Figure 1. Logic cells by family.
Drawn at 3 px/µm.
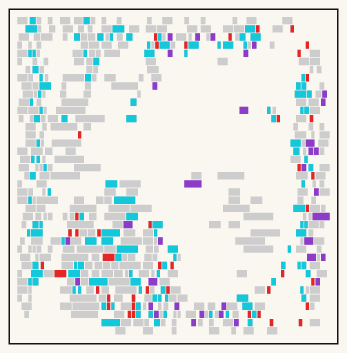
Figure 2. Nets reached from selected ports.
Drawn at 4 px/µm.
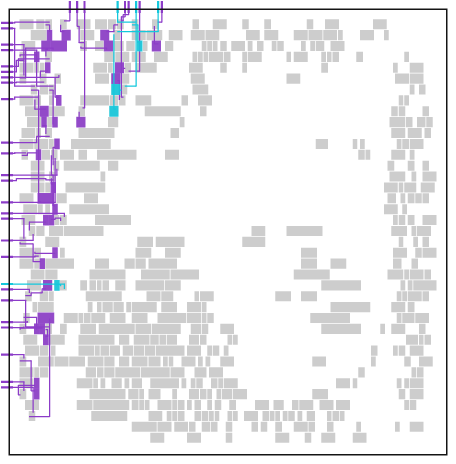
**config.mk**
```make
export PLATFORM = sky130hd
export DESIGN_NAME = panda_mem_arbiter
export DESIGN_NICKNAME = d
export VERILOG_FILES = /design/src/rtl/panda_mem_arbiter.sv
export SDC_FILE = /design/constraint.sdc
export NUM_CORES = 1
export LEC_CHECK = 0
export ABC_AREA = 1
export CORE_AREA = 2 2 107 109
export DETAILED_ROUTE_END_ITERATION = 10
export DIE_AREA = 0 0 109 111
export PLACE_DENSITY = 0.61
export SETUP_SLACK_MARGIN = 0.1
export SLEW_MARGIN = 20
export SYNTH_ARGS = -nofsm -noshare
export SYNTH_HDL_FRONTEND = slang
export SYNTH_SLANG_ARGS = --single-unit
```
**constraint.sdc**
```tcl
create_clock -name clk_i -period 1.53 [get_ports clk_i]
set_input_delay 0.153 -clock clk_i [delete_from_list [all_inputs] [get_ports clk_i]]
set_output_delay 0.153 -clock clk_i [all_outputs]
set_load 0.005 [all_outputs]
```
**src/rtl/panda_mem_arbiter.sv**
```systemverilog
// panda_mem_arbiter: shares one req/gnt/rvalid memory port between instruction fetch
// and the load/store unit, round-robin, with a single outstanding transaction.
module panda_mem_arbiter #(
    parameter int unsigned AddrWidth = 32,
    parameter int unsigned DataWidth = 32
) (
    input  logic                   clk_i,
    input  logic                   rst_ni,

    input  logic                   instr_req_i,
    input  logic [AddrWidth-1:0]   instr_addr_i,
    output logic                   instr_gnt_o,
    output logic                   instr_rvalid_o,
    output logic [DataWidth-1:0]   instr_rdata_o,

    input  logic                   data_req_i,
    input  logic [AddrWidth-1:0]   data_addr_i,
    input  logic [DataWidth/8-1:0] data_we_i,
    input  logic [DataWidth-1:0]   data_wdata_i,
    output logic                   data_gnt_o,
    output logic                   data_rvalid_o,
    output logic [DataWidth-1:0]   data_rdata_o,

    output logic                   mem_req_o,
    output logic [AddrWidth-1:0]   mem_addr_o,
    output logic [DataWidth/8-1:0] mem_we_o,
    output logic [DataWidth-1:0]   mem_wdata_o,
    input  logic                   mem_gnt_i,
    input  logic                   mem_rvalid_i,
    input  logic [DataWidth-1:0]   mem_rdata_i
);

    typedef enum logic [1:0] {ST_IDLE, ST_LOCKED, ST_WAIT} state_e;
    typedef enum logic {PORT_DATA, PORT_INSTR} port_e;

    state_e state_q, state_d;
    port_e  owner_q, owner_d;
    port_e  rr_q, rr_d;
    port_e  sel;
    logic   sel_valid;
    logic   arb_en;

    // Winner selection; LOCKED holds the registered owner, otherwise arbitrate.
    always_comb begin
        arb_en    = (state_q == ST_IDLE) || ((state_q == ST_WAIT) && mem_rvalid_i);
        sel       = owner_q;
        sel_valid = 1'b0;
        if (state_q == ST_LOCKED) begin
            sel_valid = 1'b1;
        end else if (arb_en) begin
            sel_valid = instr_req_i | data_req_i;
            if (instr_req_i && data_req_i) begin
                sel = rr_q;
            end else if (instr_req_i) begin
                sel = PORT_INSTR;
            end else begin
                sel = PORT_DATA;
            end
        end
        // Keep every handshake output quiet while reset is held.
        sel_valid = sel_valid & rst_ni;
    end

    always_comb begin
        mem_req_o   = sel_valid;
        mem_addr_o  = '0;
        mem_we_o    = '0;
        mem_wdata_o = '0;
        if (sel_valid) begin
            if (sel == PORT_INSTR) begin
                mem_addr_o = instr_addr_i;
            end else begin
                mem_addr_o  = data_addr_i;
                mem_we_o    = data_we_i;
                mem_wdata_o = data_wdata_i;
            end
        end
        instr_gnt_o    = sel_valid && mem_gnt_i && (sel == PORT_INSTR);
        data_gnt_o     = sel_valid && mem_gnt_i && (sel == PORT_DATA);
        instr_rvalid_o = rst_ni && (state_q == ST_WAIT) && mem_rvalid_i && (owner_q == PORT_INSTR);
        data_rvalid_o  = rst_ni && (state_q == ST_WAIT) && mem_rvalid_i && (owner_q == PORT_DATA);
    end

    assign instr_rdata_o = mem_rdata_i;
    assign data_rdata_o  = mem_rdata_i;

    always_comb begin
        state_d = state_q;
        owner_d = owner_q;
        rr_d    = rr_q;
        if (sel_valid) begin
            owner_d = sel;
            if (mem_gnt_i) begin
                state_d = ST_WAIT;
                rr_d    = (sel == PORT_INSTR) ? PORT_DATA : PORT_INSTR;
            end else begin
                state_d = ST_LOCKED;
            end
        end else if ((state_q == ST_WAIT) && mem_rvalid_i) begin
            state_d = ST_IDLE;
        end
    end

    always_ff @(posedge clk_i or negedge rst_ni) begin
        if (!rst_ni) begin
            state_q <= ST_IDLE;
            owner_q <= PORT_DATA;
            rr_q    <= PORT_DATA;
        end else begin
            state_q <= state_d;
            owner_q <= owner_d;
            rr_q    <= rr_d;
        end
    end

endmodule

```
==> impl_metrics.yaml <==
# synthesis and place-and-route metrics
clocking:
  clockBufferDepth: 2
  clock-sinks: 4
  root_buffer: "clkbuf_16"
  htree_num_levels: 1
  cts_buffers: 3
  clkSlewWorstSetupHoldPaths_ns: 0.03
logic_synthesis:
  top_cell_area_share_pct: 27.55
  edf_count: 0
  synthAdderAreaFrac_pct: 0
  most_common_cell: "nand2_1"
  synth_stat.cells: 360
  yosysWarnings: 0
  netlist_instances: 360
  muxShareOfSynthArea_pct: 0
  yosys.stat.seqShare_pct: 5.031
  synth_cell_type_count: 17
outcome:
  status: "complete, but fails checks"
  violations: "negative setup slack"
critical_path:
  critPathKind: "register to primary output"
  reg2regPathDepth: 12
  cp_top_family: "buffers and inverters"
  required_ns: 1.38
  max_stage_delay_ns: 0.36
routing:
  dr.pass1.iters: 4
  drt-initial-drc-count: 120
final_timing:
  hold_violations: 0
  finalCritPeriodShare_pct: 121.1
  setup_violations: 74
  layout_min_cycle_time_ns: 1.852
  worst_slack_ns: -0.3222
  holdWs_ns: 0.3060
global_routing:
  gr-usage-met2_pct: 25.34
  overflow: 0
  grt_max_degree: 26
  grt_use_met1_pct: 13.08
layout:
  design_area_mm2: 0.004302
  drive_gt1_share_pct: 44.06
  layoutNonFillerInstCount: 665
  logic_area_mm2: 0.001349
  fin_util_pct: 38.83
power:
  p_sw_share_pct: 42.65
  leakage_nw: 2.233
  power.switching_mw: 2.414
  pwr-share-comb_pct: 89.4
placed_design:
  dp.cells: 610
  place_congestion: 0.7739
die:
  chipArea_mm2: 0.01210
  initial_utilization_pct: 17.96
run:
  drv_cap: 0
worst_hold_path:
  hold_path_end: "data_rdata_o[23]"
-- Figure 1 (at the start) --
Red stands for inverters, cells 42, where spread over the die. Cyan stands for NAND gates, cells 119, where spread over the die. Purple stands for inverting AOI/OAI gates, cells 34.

-- Figure 2 (at the start) --
Purple stands for mem_wdata_o, bits 32, direction output, edge 25 left, 7 top, end cells 32, wire 564 µm. Cyan stands for mem_we_o, bits 4, direction output, edge 3 top, 1 left, end cells 4, wire 85.2 µm.
IO Pins: 275
IO buf count: 178

## worst max path at each step
stage,from,to
after floorplan,state_q[0]$_DFFE_PN0P_,mem_addr_o[19]
after global placement,instr_req_i,mem_addr_o[28]
after detailed placement,data_req_i,mem_addr_o[28]
after CTS,state_q[1]$_DFFE_PN0P_,mem_wdata_o[30]
after global routing,state_q[0]$_DFFE_PN0P_,mem_addr_o[28]
final,state_q[0]$_DFFE_PN0P_,mem_addr_o[23]
## what timing repair did
item                                   in CTS  in global routing
endpoints found under the hold margin       0                  0
gates cloned                                9                  9
gates resized                             160                241
setup buffers                              12                 23
pin swaps                                   6                 32
setup endpoints to repair                  74                 75
## layout by cell type, fill, tap and decap left out, types with 3 or more instances in the layout
master           instances
a21oi_2                  6
clkdlybuf4s50_1        102
buf_2                   68
nand2_1                 47
inv_2                    3
buf_6                   17
nor2_4                   5
nor2_2                  15
nand2_4                 13
buf_4                   28
inv_1                   37
clkbuf_16                9
nand3_4                  3
nand3_2                 13
nand3_1                 21
clkbuf_2                 3
nor2_1                  50
buf_16                   9
a21oi_1                 25
nand2_2                 19
buf_12                  10
dfrtp_1                  4
dlygate4sd2_1            4
## cell type report
type / count / share of cell area [%]
clock buffer: 3 / 1.745
inverter: 42 / 4.014
multi-input combinational: 225 / 31.36
sequential: 4 / 2.327
tap: 143 / 4.159
timing repair buffer: 248 / 56.40
## worst reg2reg max path, cell delays in order (launching register included)
cell     delay (ns)
dfrtp_1        0.36
inv_2          0.12
nand2_4        0.10
nand2_4        0.11
nand2_8        0.10
nand2_8        0.13
buf_6          0.11
buf_12         0.13
inv_8          0.04
nand2_4        0.06
buf_6          0.09
buf_4          0.08
nand2_1        0.03
## sequential cells by signal (all words and copies together), names as in the netlist
register,cells
state_q,2
owner_q,1
rr_q,1
Power is estimated from default activity; no workload was simulated.
